## config.mk

```make
export PLATFORM = sky130hd
export DESIGN_NAME = ifft_butterfly_stage
export DESIGN_NICKNAME = d
export VERILOG_FILES = /design/src/rtl/fft_pkg.sv /design/src/rtl/ifft_butterfly_stage_cmult_conj.sv /design/src/rtl/ifft_butterfly_stage.sv
export SDC_FILE = /design/constraint.sdc
export NUM_CORES = 2
export LEC_CHECK = 0
export CORE_MARGIN = 3
export CORE_UTILIZATION = 50
export CTS_BUF_LIST = sky130_fd_sc_hd__clkbuf_2 sky130_fd_sc_hd__clkbuf_4 sky130_fd_sc_hd__clkbuf_8
export CTS_CLUSTER_SIZE = 8
export DETAILED_ROUTE_END_ITERATION = 8
export PLACE_DENSITY = 0.63
export SYNTH_ARGS = -nofsm -noshare
export SYNTH_HDL_FRONTEND = slang
export SYNTH_HIERARCHICAL = 1
export SYNTH_SLANG_ARGS = --single-unit
```

## constraint.sdc

```tcl
create_clock -name clk -period 19 [get_ports clk]
set_clock_uncertainty 0.05 [all_clocks]
set_input_delay 5.7 -clock clk [delete_from_list [all_inputs] [get_ports clk]]
set_output_delay 5.7 -clock clk [all_outputs]
set_load 0.05 [all_outputs]
```

## src/rtl/fft_pkg.sv

```systemverilog
// Shared widths, twiddle fixed-point constants and sample type for the FFT/IFFT datapath.
package fft_pkg;

   localparam int DW       = 16;
   localparam int TW       = 16;
   localparam int OW       = 18;
   localparam int TW_FRAC  = 14;
   localparam int TW_ROUND = 8192;

   typedef struct packed {
      logic signed [DW-1:0] re;
      logic signed [DW-1:0] im;
   } cplx_t;

endpackage

```

## src/rtl/ifft_butterfly_stage_cmult_conj.sv

```systemverilog
// Two-stage multiply of a difference term by conj(W), with Q1.14 rounding and output saturation.
// Optional halving of the saturated result is enabled by IFFT_SCALE_EN.
module cmult_conj #(
   parameter int DIFF_W = 17,
   parameter int TWID_W = 16,
   parameter int OUT_W  = 18
) (
   input  logic                     clk,
   input  logic                     rst,
   input  logic                     adv_i,
   input  logic signed [DIFF_W-1:0] dr_i,
   input  logic signed [DIFF_W-1:0] di_i,
   input  logic signed [TWID_W-1:0] wr_i,
   input  logic signed [TWID_W-1:0] wi_i,
   output logic signed [OUT_W-1:0]  re_o,
   output logic signed [OUT_W-1:0]  im_o,
   output logic                     clip_o
);
   import fft_pkg::*;

   localparam int PW = DIFF_W + TWID_W;
   localparam int AW = PW + 1;
   localparam logic signed [AW-1:0] OMAX = AW'((1 << (OUT_W - 1)) - 1);
   localparam logic signed [AW-1:0] OMIN = ~OMAX;

   logic signed [PW-1:0]    rr_q, ii_q, ir_q, ri_q;
   logic signed [AW-1:0]    prSum, piSum, prRnd, piRnd;
   logic signed [OUT_W-1:0] reSat, imSat, re_d, im_d, re_q, im_q;
   logic                    reClip, imClip;
`ifdef IFFT_SCALE_EN
   logic [OUT_W:0]          reWide, imWide;
`endif

   always_ff @(posedge clk or posedge rst) begin
      if (rst) begin
         rr_q <= '0;
         ii_q <= '0;
         ir_q <= '0;
         ri_q <= '0;
         re_q <= '0;
         im_q <= '0;
      end else if (adv_i) begin
         rr_q <= PW'(dr_i) * PW'(wr_i);
         ii_q <= PW'(di_i) * PW'(wi_i);
         ir_q <= PW'(di_i) * PW'(wr_i);
         ri_q <= PW'(dr_i) * PW'(wi_i);
         re_q <= re_d;
         im_q <= im_d;
      end
   end

   // Conjugating W flips the sign of the cross terms relative to a plain complex multiply.
   always_comb begin
      prSum  = AW'(rr_q) + AW'(ii_q);
      piSum  = AW'(ir_q) - AW'(ri_q);
      prRnd  = (prSum + AW'(TW_ROUND)) >>> TW_FRAC;
      piRnd  = (piSum + AW'(TW_ROUND)) >>> TW_FRAC;
      reClip = (prRnd > OMAX) || (prRnd < OMIN);
      imClip = (piRnd > OMAX) || (piRnd < OMIN);
      reSat  = reClip ? (prRnd[AW-1] ? OMIN[OUT_W-1:0] : OMAX[OUT_W-1:0]) : prRnd[OUT_W-1:0];
      imSat  = imClip ? (piRnd[AW-1] ? OMIN[OUT_W-1:0] : OMAX[OUT_W-1:0]) : piRnd[OUT_W-1:0];
`ifdef IFFT_SCALE_EN
      reWide = {reSat[OUT_W-1], reSat} + {{OUT_W{1'b0}}, 1'b1};
      imWide = {imSat[OUT_W-1], imSat} + {{OUT_W{1'b0}}, 1'b1};
      re_d   = reWide[OUT_W:1];
      im_d   = imWide[OUT_W:1];
`else
      re_d   = reSat;
      im_d   = imSat;
`endif
      clip_o = reClip | imClip;
   end

   assign re_o = re_q;
   assign im_o = im_q;

endmodule

```

## src/rtl/ifft_butterfly_stage.sv

```systemverilog
// Pipelined radix-2 DIF inverse butterfly: out1 = a+b, out2 = (a-b)*conj(W), 3-stage valid/ready.
// Define IFFT_SCALE_EN to halve every output component with rounding.
module ifft_butterfly_stage #(
   parameter int DW = 16,
   parameter int TW = 16,
   parameter int OW = 18
) (
   input  logic                 clk,
   input  logic                 rst,
   input  logic                 in_valid,
   output logic                 in_ready,
   input  logic signed [DW-1:0] in1_real,
   input  logic signed [DW-1:0] in1_imag,
   input  logic signed [DW-1:0] in2_real,
   input  logic signed [DW-1:0] in2_imag,
   input  logic signed [TW-1:0] twiddle_real,
   input  logic signed [TW-1:0] twiddle_imag,
   output logic                 out_valid,
   input  logic                 out_ready,
   output logic signed [OW-1:0] out1_real,
   output logic signed [OW-1:0] out1_imag,
   output logic signed [OW-1:0] out2_real,
   output logic signed [OW-1:0] out2_imag,
   output logic                 sat
);
   import fft_pkg::*;

   localparam int SW = DW + 1;

   logic                 adv, clip;
   logic                 v1_q, v2_q, v3_q;
   logic                 sat_d, sat_q;
   logic signed [SW-1:0] sr_d, si_d, dr_d, di_d;
   logic signed [SW-1:0] sr_q, si_q, dr_q, di_q, s2r_q, s2i_q;
   logic signed [TW-1:0] wr_q, wi_q;
   logic signed [OW-1:0] o1r_d, o1i_d, o1r_q, o1i_q;
`ifdef IFFT_SCALE_EN
   logic [OW:0]          o1rWide, o1iWide;
`endif

   // One enable for the whole pipe: a stalled output freezes every stage, bubbles included.
   assign adv      = !v3_q || out_ready;
   assign in_ready = adv;

   always_comb begin
      sr_d  = SW'(in1_real) + SW'(in2_real);
      si_d  = SW'(in1_imag) + SW'(in2_imag);
      dr_d  = SW'(in1_real) - SW'(in2_real);
      di_d  = SW'(in1_imag) - SW'(in2_imag);
`ifdef IFFT_SCALE_EN
      o1rWide = (OW+1)'(s2r_q) + (OW+1)'(1);
      o1iWide = (OW+1)'(s2i_q) + (OW+1)'(1);
      o1r_d   = o1rWide[OW:1];
      o1i_d   = o1iWide[OW:1];
`else
      o1r_d   = OW'(s2r_q);
      o1i_d   = OW'(s2i_q);
`endif
      sat_d = sat_q | (adv & v2_q & clip);
   end

   always_ff @(posedge clk or posedge rst) begin
      if (rst) begin
         v1_q  <= 1'b0;
         v2_q  <= 1'b0;
         v3_q  <= 1'b0;
         sat_q <= 1'b0;
         sr_q  <= '0;
         si_q  <= '0;
         dr_q  <= '0;
         di_q  <= '0;
         wr_q  <= '0;
         wi_q  <= '0;
         s2r_q <= '0;
         s2i_q <= '0;
         o1r_q <= '0;
         o1i_q <= '0;
      end else begin
         sat_q <= sat_d;
         if (adv) begin
            v1_q  <= in_valid;
            v2_q  <= v1_q;
            v3_q  <= v2_q;
            sr_q  <= sr_d;
            si_q  <= si_d;
            dr_q  <= dr_d;
            di_q  <= di_d;
            wr_q  <= twiddle_real;
            wi_q  <= twiddle_imag;
            s2r_q <= sr_q;
            s2i_q <= si_q;
            o1r_q <= o1r_d;
            o1i_q <= o1i_d;
         end
      end
   end

   cmult_conj #(
      .DIFF_W (SW),
      .TWID_W (TW),
      .OUT_W  (OW)
   ) uMult (
      .clk    (clk),
      .rst    (rst),
      .adv_i  (adv),
      .dr_i   (dr_q),
      .di_i   (di_q),
      .wr_i   (wr_q),
      .wi_i   (wi_q),
      .re_o   (out2_real),
      .im_o   (out2_imag),
      .clip_o (clip)
   );

   assign out_valid = v3_q;
   assign out1_real = o1r_q;
   assign out1_imag = o1i_q;
   assign sat       = sat_q;

endmodule

```

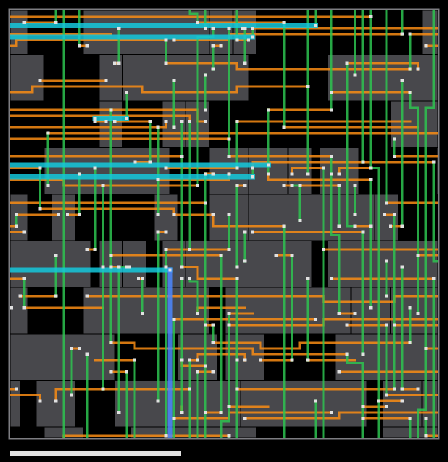
Fig. 1. Close-up of the layout.
Bar = 10 microns. Region (165, 236) to (190, 261) microns. Cells in gray, sequential cells in the stronger gray; small squares are vias.
layer	color
met1	orange
met4	blue
met3	cyan
met2	green
most frequent	fa_1 (14), and2_1 (9), inv_1 (7)
sequential cells in the window	0
cells with their middle in the window	37

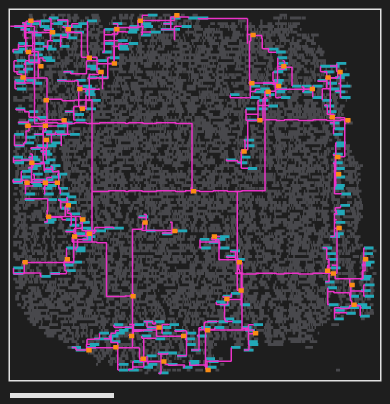
Fig. 2. Clock distribution.
Bar = 100 microns.
[cells driving clock nets] orange | count: 68
[clock wires] magenta | length: 6440 microns
[flip-flops] cyan | count: 338
flops lie	spread over the die

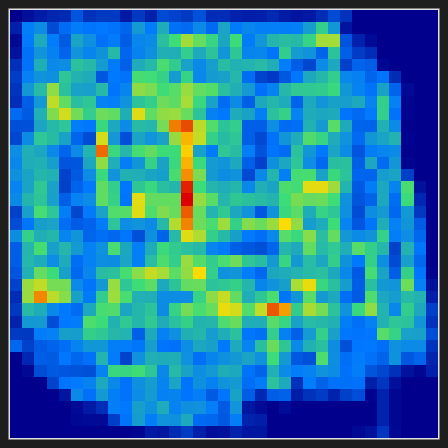
Fig. 3. Wiring heat map.
The die is cut into 35 by 35 equal tiles; dark blue is low, red is high, scaled to the fullest tile. Values are wire area over tile area, all layers added.
mean over tiles	0.20
densest ninth of the die	middle
nearly empty tiles	12%
tiles over half the peak	13%
fullest tile	0.66
vias post-DR: 45100
Total GRT Usage: 0.254
final WL: 155 mm
wire per inst: 18.5 microns

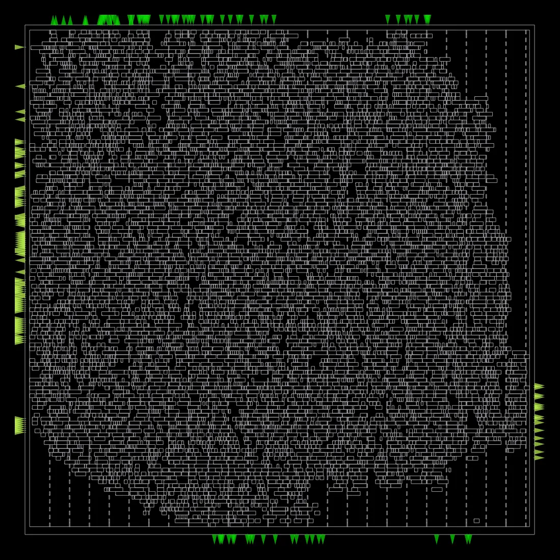
Fig. 4. Cell placement.
Core ar.: 0.120 sq mm
tap cells: 1612
flip-flops: 338
Core Rows: 127

==> results.json <==
{
  "outcome": "finished clean",
  "top_usage_layer": "met2",
  "area_growth_pct": 7.87,
  "critPathKind": "in2out",
  "syn_inst": 6695,
  "top_logic_kind": "adder cells",
  "lay_top_cells": "inv_1, fa_1, nand2_1",
  "finalInstanceArea_sq_mm": 0.0655,
  "clkTransAtPathRegs_ns": 0.06,
  "slew_viol_final": 0,
  "ff_type": "dfrtp_1",
  "yosys.area_share.xor_xnor": 0.0261,
  "signal_buffers": 248,
  "largest_class": "combinational gates",
  "post_cts_resized": 0,
  "maxCapViolCount": 0,
  "ys_top_cells_by_count": "inv_1, fa_1, nand2_1",
  "startpoint_type": "primary input",
  "numPortBuffers": 174,
  "comb_area_sq_mm": 0.0460,
  "slowest_stage": "clkdlybuf4s50_1",
  "yosys.cell_count.top_type": "inv_1",
  "worst-endpoint-required_ns": 13.25,
  "antenna_found_initial": 6,
  "use_met2": 0.432,
  "synthDistinctLibCells": 92,
  "cts_setup_buffers": 0,
  "highest_layer": "met5",
  "hpwlAfterDp_mm": 120,
  "synth_area_sq_mm": 0.0607,
  "yosys_area_sq_mm": 0.0607
}
